===== src/rtl/wptr_full_level.sv =====
// wptr_full_level: write-side pointer and status block for the async FIFO.
// Keeps the binary and Gray write pointers. Compares them against the read
// pointer, which has already been synchronised into wclk. Drives the RAM write
// address, the full and almost-full flags, a registered fill level and an
// optional sticky overflow flag.
// Optional feature macro: WPTR_OVF_EN. It builds the sticky overflow register
// behind wovf. When the macro is undefined, wovf is tied low.
module wptr_full_level #(
  parameter int ADDRSIZE     = 4,
  parameter int AFULL_THRESH = (1 << ADDRSIZE) - 4
) (
  input  logic                wclk,
  input  logic                wrst_n,
  input  logic                winc,
  input  logic [ADDRSIZE:0]   wq2_rptr,
  output logic [ADDRSIZE-1:0] waddr,
  output logic [ADDRSIZE:0]   wptr,
  output logic                wfull,
  output logic                wafull,
  output logic [ADDRSIZE:0]   wlevel,
  output logic                wovf
);

  localparam logic [ADDRSIZE:0] AFULL_LVL = (ADDRSIZE + 1)'(AFULL_THRESH);

  logic [ADDRSIZE:0] wbin;
  logic [ADDRSIZE:0] wbinnext;
  logic [ADDRSIZE:0] wgraynext;
  logic [ADDRSIZE:0] rbin;
  logic [ADDRSIZE:0] lvl_next;
  logic [ADDRSIZE:0] full_gray;
  logic              wpush;
  logic              wfull_next;
  logic              wafull_next;

  assign waddr = wbin[ADDRSIZE-1:0];

  // A write is accepted only while the FIFO is not full. Dropped writes leave the pointer alone.
  always_comb begin
    wpush     = winc & ~wfull;
    wbinnext  = wbin + {{ADDRSIZE{1'b0}}, wpush};
    wgraynext = (wbinnext >> 1) ^ wbinnext;
  end

  // Convert the synchronised Gray read pointer back to binary so it can be subtracted.
  always_comb begin
    rbin = '0;
    for (int i = 0; i <= ADDRSIZE; i++) begin
      rbin[i] = ^(wq2_rptr >> i);
    end
  end

  // Next level comes from modular subtraction, so it stays correct across pointer wrap.
  // Full is the classic Gray compare: the top two bits are inverted and the rest are equal.
  always_comb begin
    lvl_next    = wbinnext - rbin;
    full_gray   = {~wq2_rptr[ADDRSIZE:ADDRSIZE-1], wq2_rptr[ADDRSIZE-2:0]};
    wfull_next  = (wgraynext == full_gray);
    wafull_next = (lvl_next >= AFULL_LVL);
  end

  // Pointer, flag and level registers all update together on every write-clock edge.
  always_ff @(posedge wclk or negedge wrst_n) begin
    if (!wrst_n) begin
      wbin   <= '0;
      wptr   <= '0;
      wfull  <= 1'b0;
      wafull <= 1'b0;
      wlevel <= '0;
    end else begin
      wbin   <= wbinnext;
      wptr   <= wgraynext;
      wfull  <= wfull_next;
      wafull <= wafull_next;
      wlevel <= lvl_next;
    end
  end

`ifdef WPTR_OVF_EN
  // Sticky overflow: it records any write attempted while full, and only reset clears it.
  always_ff @(posedge wclk or negedge wrst_n) begin
    if (!wrst_n) begin
      wovf <= 1'b0;
    end else begin
      wovf <= wovf | (winc & wfull);
    end
  end
`else
  assign wovf = 1'b0;
`endif

endmodule


===== config.mk =====
export PLATFORM = sky130hd
export DESIGN_NAME = wptr_full_level
export DESIGN_NICKNAME = d
export VERILOG_FILES = /design/src/rtl/wptr_full_level.sv
export SDC_FILE = /design/constraint.sdc
export NUM_CORES = 1
export LEC_CHECK = 0
export ABC_CLOCK_PERIOD_IN_PS = 3500
export CAP_MARGIN = 20
export CORE_MARGIN = 2
export CORE_UTILIZATION = 45
export DETAILED_ROUTE_END_ITERATION = 10
export GPL_TIMING_DRIVEN = 0
export PLACE_DENSITY = 0.77
export SLEW_MARGIN = 5
export SYNTH_ARGS = -nofsm -noshare
export SYNTH_HDL_FRONTEND = slang
export SYNTH_SLANG_ARGS = --single-unit

===== constraint.sdc =====
create_clock -name wclk -period 3.5 [get_ports wclk]
set_input_delay 0.35 -clock wclk [delete_from_list [all_inputs] [get_ports wclk]]
set_output_delay 0.35 -clock wclk [all_outputs]
set_load 0.01 [all_outputs]

Fig. 1: cells by drive strength
Scale bar: 10 um.
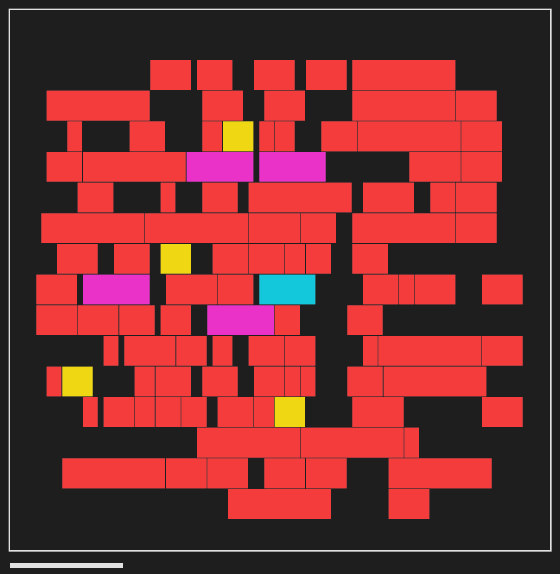
[drive 2] magenta | cells: 4
[drive 6 and up] cyan | cells: 1
[drive 1 or less] red | cells: 93
[drive 3 to 4] yellow | cells: 4
Area Growth Syn to Fin: 34.3%
final instance area: 0.00117 mm2

Fig. 2: routing congestion map
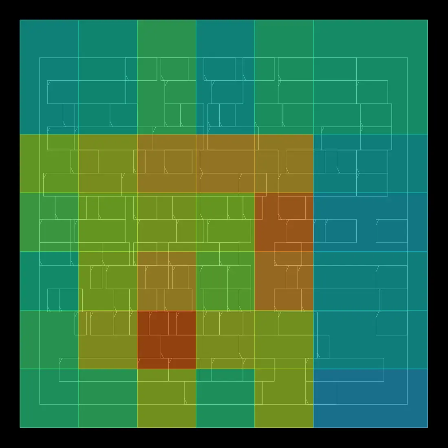
Wirelength per Cell: 11.6 um
GRT Total Usage: 16.3%
met2 usage: 24.0%
M1 GR Usage: 21.2%

Fig. 3: M1 wires
Scale bar: 10 um. Supply wires on this layer in gray.
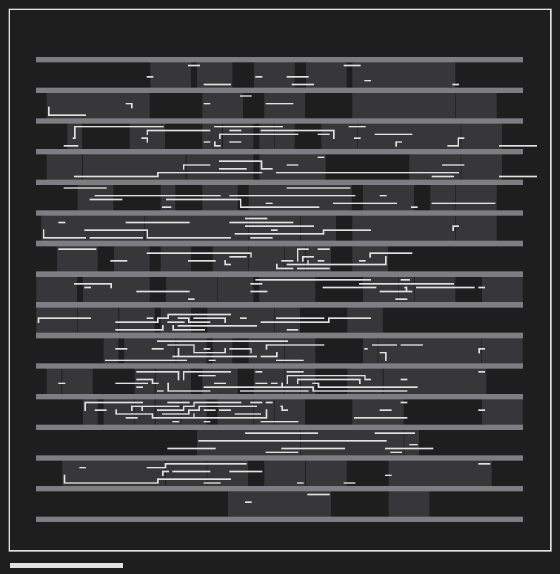
main direction: horizontal
nets with wire on the layer: 100
longest straight run: 16.6 um
Routed WL: 1.47 mm
DR vias: 616

Fig. 4: signal wires by layer
Only two layers are drawn.
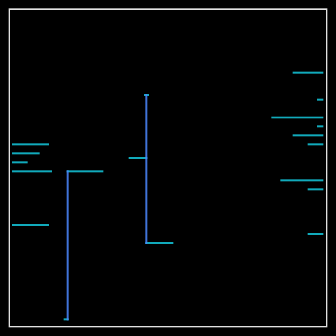
[met4] blue | wire length: 44.9 um
[met3] cyan | wire length: 64.6 um

Fig. 5: M2 wires
Scale bar: 10 um.
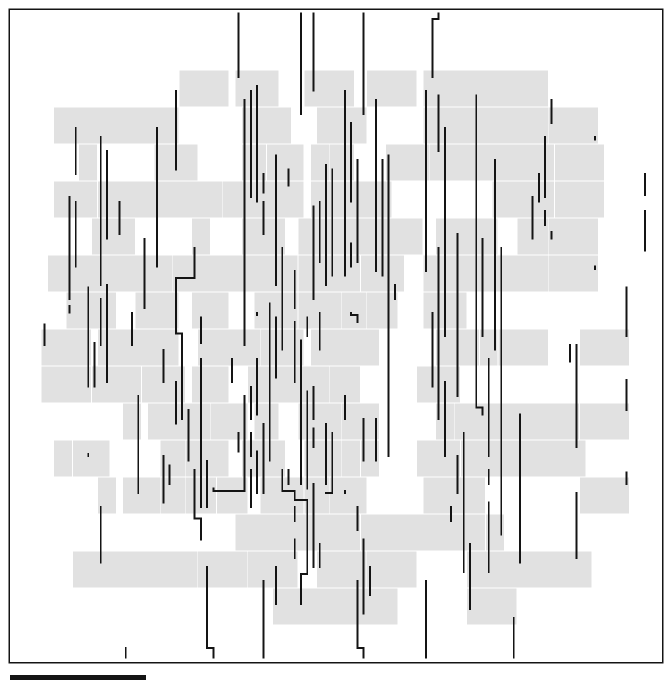
wire length on this layer: 707 um
nets with wire on the layer: 101
main direction: vertical
share of all routed wire: 48%

==> results.json <==
{
  "hold_class": "in2async",
  "fp_nets": 89,
  "post-route-util_pct": 66.1,
  "drt-initial-drc-count": 8,
  "port-buffer-count": 23,
  "overflow": 0,
  "clk_pin_slew_worst_paths_ps": 90,
  "cts_tree": "yes",
  "dieArea_mm2": 0.00230,
  "setup_viol": 0,
  "initial_utilization_pct": 49.2,
  "crit_path_max_incr_delay_ps": 390,
  "crit_buf_inv": 3,
  "warnings": 26,
  "grt_max_degree": 17,
  "crit_path_end_kind": "flip-flop",
  "cts_buffers": 3,
  "drc": 0,
  "path_delay_family": "AND-OR/OR-AND gates",
  "yosys-top-cells-area": "dfrtp_1 (46%), xnor2_1 (10%), ha_1 (8.6%)",
  "clock_sinks": 16,
  "first_pass_iters": 3,
  "finalCriticalPeriod_ps": 2850,
  "leakage_uw": 0.000508,
  "syn_area_per_cell_um2": 11.6,
  "ys.flop_type": "dfrtp_1",
  "holdBufCountCts": 0,
  "arrival_ps": 3040,
  "io_pins": 25,
  "fin_tns_setup_ps": 0,
  "insertion_delay_ps": 290,
  "antenna_found_initial": 0,
  "peakVddDrop_mv": 0.611,
  "core-area_mm2": 0.00176,
  "skew_ps": 2.93,
  "post_cts_buffers": 0,
  "edf_count": 0,
  "n_antenna_cell": 0,
  "yosys_warnings": 0,
  "cp_common_cell": "ha_1",
  "power_density_mw_per_mm2": 1140,
  "top_area_cell": "dfrtp_1",
  "cp.required_ps": 3690,
  "drive_gt1_share_pct": 8.82,
  "status": "finished clean",
  "grt_setup_unrepaired": "false",
  "postSynthSeqShare_pct": 46.1,
  "place_congestion": 0.809,
  "htreeDepth": 1,
  "ys_cells": 75,
  "crit_path_cell_trace": "clkdlybuf4s50_1 > nor2b_1 > ha_1 > ha_1 > xnor2_2 > inv_1 > ha_1 > clkbuf_1 > a21o_1 > a31o_1 > a21oi_1 > xnor2_1 > a31o_1",
  "fmax_mhz": 351,
  "nNetsFinal": 117,
  "cts-root-buf": "clkbuf_4",
  "hold_viol_final": 0,
  "hold_slack_ps": 460,
  "path_class": "in2reg",
  "placementRows": 15,
  "crit_fanout": 9,
  "final_max_slew_viol_count": 0,
  "ys_area_um2": 868,
  "slowest_stage": "clkdlybuf4s50_1",
  "synthesis.area_um2": 868,
  "synth.most_common_cell": "dfrtp_1",
  "numSynthFlops": 16,
  "die_y_um": 47.9,
  "ant_nets": 0,
  "synth_cell_types": 24
}
-- state kept, by name (all words and copies together), names as in the netlist --
name / flops
wbin: 5
wlevel: 5
wptr: 4
wafull: 1
wfull: 1
-- metrics by stage --
step | instances | setup slack, ps | area [um2]
global route | 127 | 496 | 1170
detailed placement | 123 | 346 | 1130
floorplan | 75 | 950 | 868
finish | 127 | 654 | 1170
CTS | 127 | 648 | 1170
global placement | 123 | 368 | 1130
-- worst paths after layout --
| kind | startpoint | end | slack, ps | depth (start not counted) |
|---|---|---|---|---|
| max | winc | wafull | 650 | 13 |
| max reg2reg | wbin[0] | wafull | 820 | 11 |
| min reg2reg | wbin[4] | wbin[4] | 580 | 2 |
| max in group asynchronous | wrst_n | wbin[3] | 2610 | 1 |
| min in group wclk | wbin[4] | wbin[4] | 580 | 2 |
| min | wrst_n | wlevel[2] | 460 | 1 |
-- layout make-up --
cell class	instances	area, um2
fill	151	598
multi-input combinational	51	434
sequential	16	400
timing repair buffer	23	230
clock buffer	4	36.3
tap	25	31.3
inverter	5	18.8
buffer	3	15.0
-- logic make-up (layout without fill, tap and decap cells) --
logic type                 after synthesis  count (layout)  synth area share (%)
xor gates and xnor gates                21              21                  24.6
other                                    1               1                 0.432
and+or+nand+nor                         11              11                  6.48
buffers and inverters                    8              35                  3.89
AOI/OAI and AO/OA                       12              12                  9.80
adders and majority gates                6               6                  8.65
DFF                                     16              16                  46.1
-- cell usage in the layout, fill, tap and decap left out --
master	instances
nor3_1	1
nand3_1	3
nor2_1	3
a22oi_1	1
clkbuf_4	3
a21o_1	1
o21a_1	1
clkbuf_8	1
a21oi_1	3
a2111oi_0	1
conb_1	1
inv_1	5
xnor2_1	10
nor2b_1	1
a31oi_1	1
o31ai_1	1
clkbuf_1	2
clkdlybuf4s50_1	23
a31o_1	2
o21bai_1	1
and2_1	1
dfrtp_1	16
xnor2_2	4
xor2_1	7
ha_1	6
buf_4	1
or3_1	2
-- worst reg2reg max path, cell delays in order, from the launching register on --
cell	delay, ps
dfrtp_1	390
ha_1	220
ha_1	230
xnor2_2	300
inv_1	110
ha_1	290
clkbuf_1	190
a21o_1	200
a31o_1	170
a21oi_1	160
xnor2_1	110
a31o_1	200
-- power breakdown --
part	switching [uW]	internal [uW]
combinational	421	446
sequential	45.1	291
clock	59.8	63.4
-- metal layers --
metal	global-route usage, %	routed length (um)	vias to the layer above
li1	-	-	305
met1	21.2	656	287
met2	24.0	707	19
met3	3.40	64	5
met4	11.4	44	0
met5	0	0	-
Power and IR drop assume default switching activity.
